**src/rtl/otter_pkg.sv**
```systemverilog
// Shared types and constants for the OTTER fetch path.
package otter_pkg;

    // Next-PC select encoding driven by the control FSM
    typedef enum logic [2:0] {
        PCSRC_PLUS4  = 3'd0,
        PCSRC_JALR   = 3'd1,
        PCSRC_BRANCH = 3'd2,
        PCSRC_JAL    = 3'd3,
        PCSRC_MTVEC  = 3'd4,
        PCSRC_MEPC   = 3'd5
    } pc_src_t;

    // Fetch sequencer states
    typedef enum logic [2:0] {
        REQ   = 3'd0,
        WAIT  = 3'd1,
        HOLD  = 3'd2,
        DRAIN = 3'd3,
        FAULT = 3'd4
    } fetch_state_t;

    localparam logic [31:0] RESET_VECTOR_DEFAULT = 32'h0000_0000;

    // True when an instruction address is not word aligned
    function automatic logic addr_misaligned(input logic [31:0] addr);
        return (addr[1:0] != 2'b00);
    endfunction

endpackage

```
**src/rtl/otter_pc_mux.sv**
```systemverilog
// Combinational next-PC selection with alignment check on jump/branch targets.
module otter_pc_mux
    import otter_pkg::*;
#(
    parameter int PCSRC_W = 3
) (
    input  logic [PCSRC_W-1:0] i_sel,
    input  logic [31:0]        i_pc_plus4,
    input  logic [31:0]        i_jalr,
    input  logic [31:0]        i_branch,
    input  logic [31:0]        i_jal,
    input  logic [31:0]        i_mtvec,
    input  logic [31:0]        i_mepc,
    output logic [31:0]        o_next_pc,
    output logic               o_misalign
);

    // Select the target; only JALR/BRANCH/JAL targets are alignment checked
    always_comb begin
        o_next_pc  = i_pc_plus4;
        o_misalign = 1'b0;
        case (i_sel)
            PCSRC_JALR: begin
                o_next_pc  = i_jalr;
                o_misalign = addr_misaligned(i_jalr);
            end
            PCSRC_BRANCH: begin
                o_next_pc  = i_branch;
                o_misalign = addr_misaligned(i_branch);
            end
            PCSRC_JAL: begin
                o_next_pc  = i_jal;
                o_misalign = addr_misaligned(i_jal);
            end
            PCSRC_MTVEC: o_next_pc = i_mtvec;
            PCSRC_MEPC:  o_next_pc = i_mepc;
            default: begin
                // PC+4 and the reserved encodings
                o_next_pc  = i_pc_plus4;
                o_misalign = 1'b0;
            end
        endcase
    end

endmodule

```
**src/rtl/otter_fetch_unit.sv**
```systemverilog
// Owns the architectural PC, sequences instruction fetches and holds IR for decode.
module otter_fetch_unit
    import otter_pkg::*;
#(
    parameter logic [31:0] RESET_VECTOR = RESET_VECTOR_DEFAULT,
    parameter int          PCSRC_W      = 3
) (
    input  logic               CLK,
    input  logic               RST,
    input  logic [PCSRC_W-1:0] PC_SOURCE,
    input  logic [31:0]        JALR,
    input  logic [31:0]        BRANCH,
    input  logic [31:0]        JAL,
    input  logic [31:0]        MTVEC,
    input  logic [31:0]        MEPC,
    input  logic               FLUSH,
    output logic               IMEM_REQ,
    output logic [31:0]        IMEM_ADDR,
    input  logic               IMEM_GNT,
    input  logic               IMEM_RVALID,
    input  logic [31:0]        IMEM_RDATA,
    output logic [31:0]        IR,
    output logic               IR_VALID,
    input  logic               IR_READY,
    output logic [31:0]        PC,
    output logic [31:0]        PC_PLUS4,
    output logic               MISALIGN
);

    fetch_state_t r_state;
    fetch_state_t w_next_state;
    logic [31:0]  r_pc;
    logic [31:0]  r_ir;
    logic         r_ir_valid;
    logic         r_misalign;
    logic [31:0]  w_pc_plus4;
    logic [31:0]  w_target;
    logic         w_target_misaligned;
    logic         w_pc_load;
    logic         w_ir_load;
    logic         w_ir_valid_next;
    logic         w_misalign_next;

    assign w_pc_plus4 = r_pc + 32'd4;

    otter_pc_mux #(
        .PCSRC_W (PCSRC_W)
    ) u_pc_mux (
        .i_sel      (PC_SOURCE),
        .i_pc_plus4 (w_pc_plus4),
        .i_jalr     (JALR),
        .i_branch   (BRANCH),
        .i_jal      (JAL),
        .i_mtvec    (MTVEC),
        .i_mepc     (MEPC),
        .o_next_pc  (w_target),
        .o_misalign (w_target_misaligned)
    );

    // Next-state and register-update decisions; FLUSH overrides every state
    always_comb begin
        w_next_state    = r_state;
        w_pc_load       = 1'b0;
        w_ir_load       = 1'b0;
        w_ir_valid_next = r_ir_valid;
        w_misalign_next = 1'b0;
        if (FLUSH) begin
            w_pc_load       = 1'b1;
            w_ir_valid_next = 1'b0;
            // A grant in the same cycle still leaves a response outstanding
            if ((r_state == WAIT) || ((r_state == REQ) && IMEM_GNT)) begin
                w_next_state = DRAIN;
            end else begin
                w_next_state = REQ;
            end
        end else begin
            case (r_state)
                REQ: begin
                    if (IMEM_GNT) begin
                        w_next_state = WAIT;
                    end else begin
                        w_next_state = REQ;
                    end
                end
                WAIT: begin
                    if (IMEM_RVALID) begin
                        w_ir_load       = 1'b1;
                        w_ir_valid_next = 1'b1;
                        w_next_state    = HOLD;
                    end else begin
                        w_next_state = WAIT;
                    end
                end
                HOLD: begin
                    if (IR_READY) begin
                        w_ir_valid_next = 1'b0;
                        if (w_target_misaligned) begin
                            w_misalign_next = 1'b1;
                            w_next_state    = FAULT;
                        end else begin
                            w_pc_load    = 1'b1;
                            w_next_state = REQ;
                        end
                    end else begin
                        w_next_state = HOLD;
                    end
                end
                DRAIN: begin
                    if (IMEM_RVALID) begin
                        w_next_state = REQ;
                    end else begin
                        w_next_state = DRAIN;
                    end
                end
                FAULT: begin
                    w_ir_valid_next = 1'b0;
                    w_next_state    = FAULT;
                end
                default: begin
                    w_ir_valid_next = 1'b0;
                    w_next_state    = REQ;
                end
            endcase
        end
    end

    // State, PC, IR and status registers with synchronous reset
    always_ff @(posedge CLK) begin
        if (RST) begin
            r_state    <= REQ;
            r_pc       <= RESET_VECTOR;
            r_ir       <= 32'h0000_0000;
            r_ir_valid <= 1'b0;
            r_misalign <= 1'b0;
        end else begin
            r_state    <= w_next_state;
            r_ir_valid <= w_ir_valid_next;
            r_misalign <= w_misalign_next;
            if (w_pc_load) begin
                r_pc <= w_target;
            end
            if (w_ir_load) begin
                r_ir <= IMEM_RDATA;
            end
        end
    end

    // Request is suppressed while reset is asserted so nothing leaks out during reset
    assign IMEM_REQ  = (r_state == REQ) && !RST;
    assign IMEM_ADDR = r_pc;
    assign PC        = r_pc;
    assign PC_PLUS4  = w_pc_plus4;
    assign IR        = r_ir;
    assign IR_VALID  = r_ir_valid;
    assign MISALIGN  = r_misalign;

endmodule

```
**config.mk**
```make
export PLATFORM = sky130hd
export DESIGN_NAME = otter_fetch_unit
export DESIGN_NICKNAME = d
export VERILOG_FILES = /design/src/rtl/otter_pkg.sv /design/src/rtl/otter_pc_mux.sv /design/src/rtl/otter_fetch_unit.sv
export SDC_FILE = /design/constraint.sdc
export NUM_CORES = 1
export LEC_CHECK = 0
export CAP_MARGIN = 20
export CORE_ASPECT_RATIO = 2
export CORE_MARGIN = 2
export CORE_UTILIZATION = 30
export CTS_CLUSTER_DIAMETER = 30
export CTS_CLUSTER_SIZE = 10
export DETAILED_ROUTE_END_ITERATION = 8
export DONT_BUFFER_PORTS = 1
export GPL_TIMING_DRIVEN = 0
export SYNTH_ARGS = -nofsm -noshare
export SYNTH_HDL_FRONTEND = slang
export SYNTH_SLANG_ARGS = --single-unit
export TNS_END_PERCENT = 50
```
**constraint.sdc**
```tcl
create_clock -name CLK -period 2.9 [get_ports CLK]
set_input_delay 0.87 -clock CLK [delete_from_list [all_inputs] [get_ports CLK]]
set_output_delay 0.87 -clock CLK [all_outputs]
set_load 0.01 [all_outputs]
```
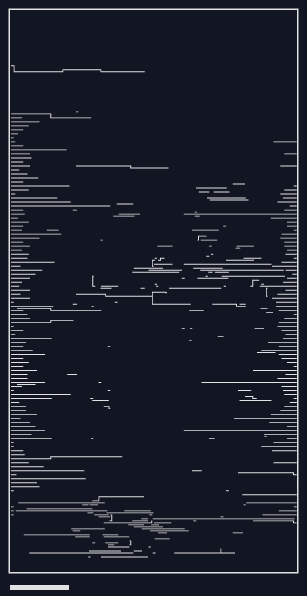
*The metal 3 layer*
The bar under the picture is 20 um long.
share of all routed wire: 8.9%
wire length on this layer: 2,290 um
nets with wire on the layer: 260
main direction: horizontal
longest straight run: 47.8 um
met3 usage: 5.87%
WL final: 25,600 um

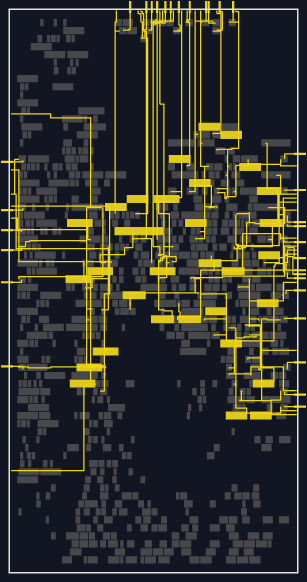
*Wires at chosen ports, followed through buffers*
[yellow] PC | bits: 32 | direction: output | end cells: 32 | buffers: 32 | wire: 2,680 um
I/O pin total: 332
IO Port Bufs: 0

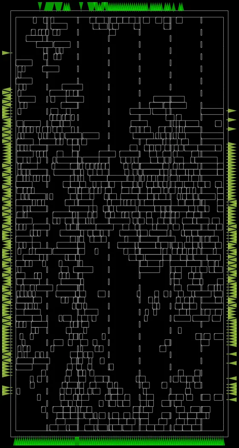
*Cell placement*
Flop Count: 69
Core Region: 17,200 um2
flop share of the area: 22.1%
post-layout util: 37.5%

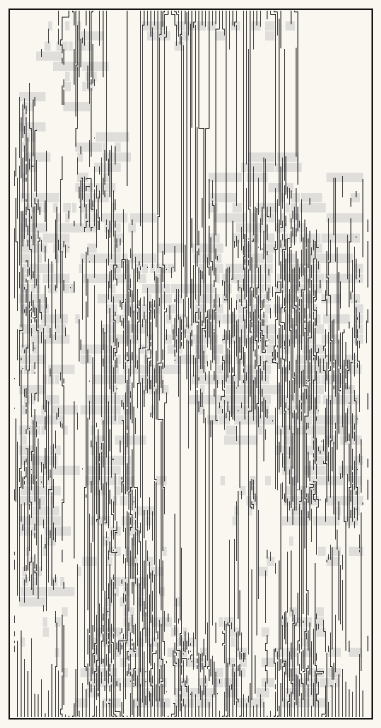
*Metal 2*
main direction: vertical
longest straight run: 93.2 um
DR vias: 5,754
Global Route met2 Usage: 50.1%

==> impl_metrics.toml <==
# implementation run metrics
[yosys]
adder_share_pct = 0.240
edf_count = 0
synth_cell_type_count = 61
synth_area_um2 = 5220
syn_inst = 693

[global_routing]
grt_use_total_pct = 26.1
grt_antenna_before_repair = 1
grt_pass1_wl_um = 36300

[timing]
min_period_ns = 3.06
setup_viol = 9
layout_setup_ws_ns = -0.158
clock.fmax_ghz = 0.327

[critical_path]
cp_num_cells = 5
cp.required_ns = 2.03
cp.buffers_inverters = 1
end_kind = "output port"
cp-start-kind = "flop"
cp_max_fo = 6
r2r_setup_slack_ns = 0.65

[status]
violations = "negative setup slack"
run_status = "complete, but fails checks"

[drt]
top_layer = "met4"
ant_nets = 0

[clock_tree]
hold_buffers = 0

[floorplanning]
die_w_um = 97.3

[cells_and_area]
drive_gt1_share_pct = 26.5
-- kinds of logic (layout without fill, tap and decap cells) --
group	after synthesis	after routing
mux	47	47
xor+xnor	24	24
fa+ha+maj	1	1
flops	69	69
compound gates	209	209
other cells	0	1
buf+inv	118	158
simple gates	225	225
-- where the power goes --
part           switching [mW]  leakage, nW  internal, mW
Clock                   0.477        0.140         0.675
Sequential              0.116        0.572         0.998
Combinational           0.411         1.71         0.274
-- layout make-up --
class                      count  area share, %
multi-input combinational    506           55.8
sequential                    69           22.1
buffer                        93           8.57
tap                          210           4.07
timing repair buffer          28           3.59
clock buffer                  10           3.55
inverter                      21           1.22
clock inverter                 6           1.11
antenna                        1         0.0388
Power is estimated from default activity; no workload was simulated.
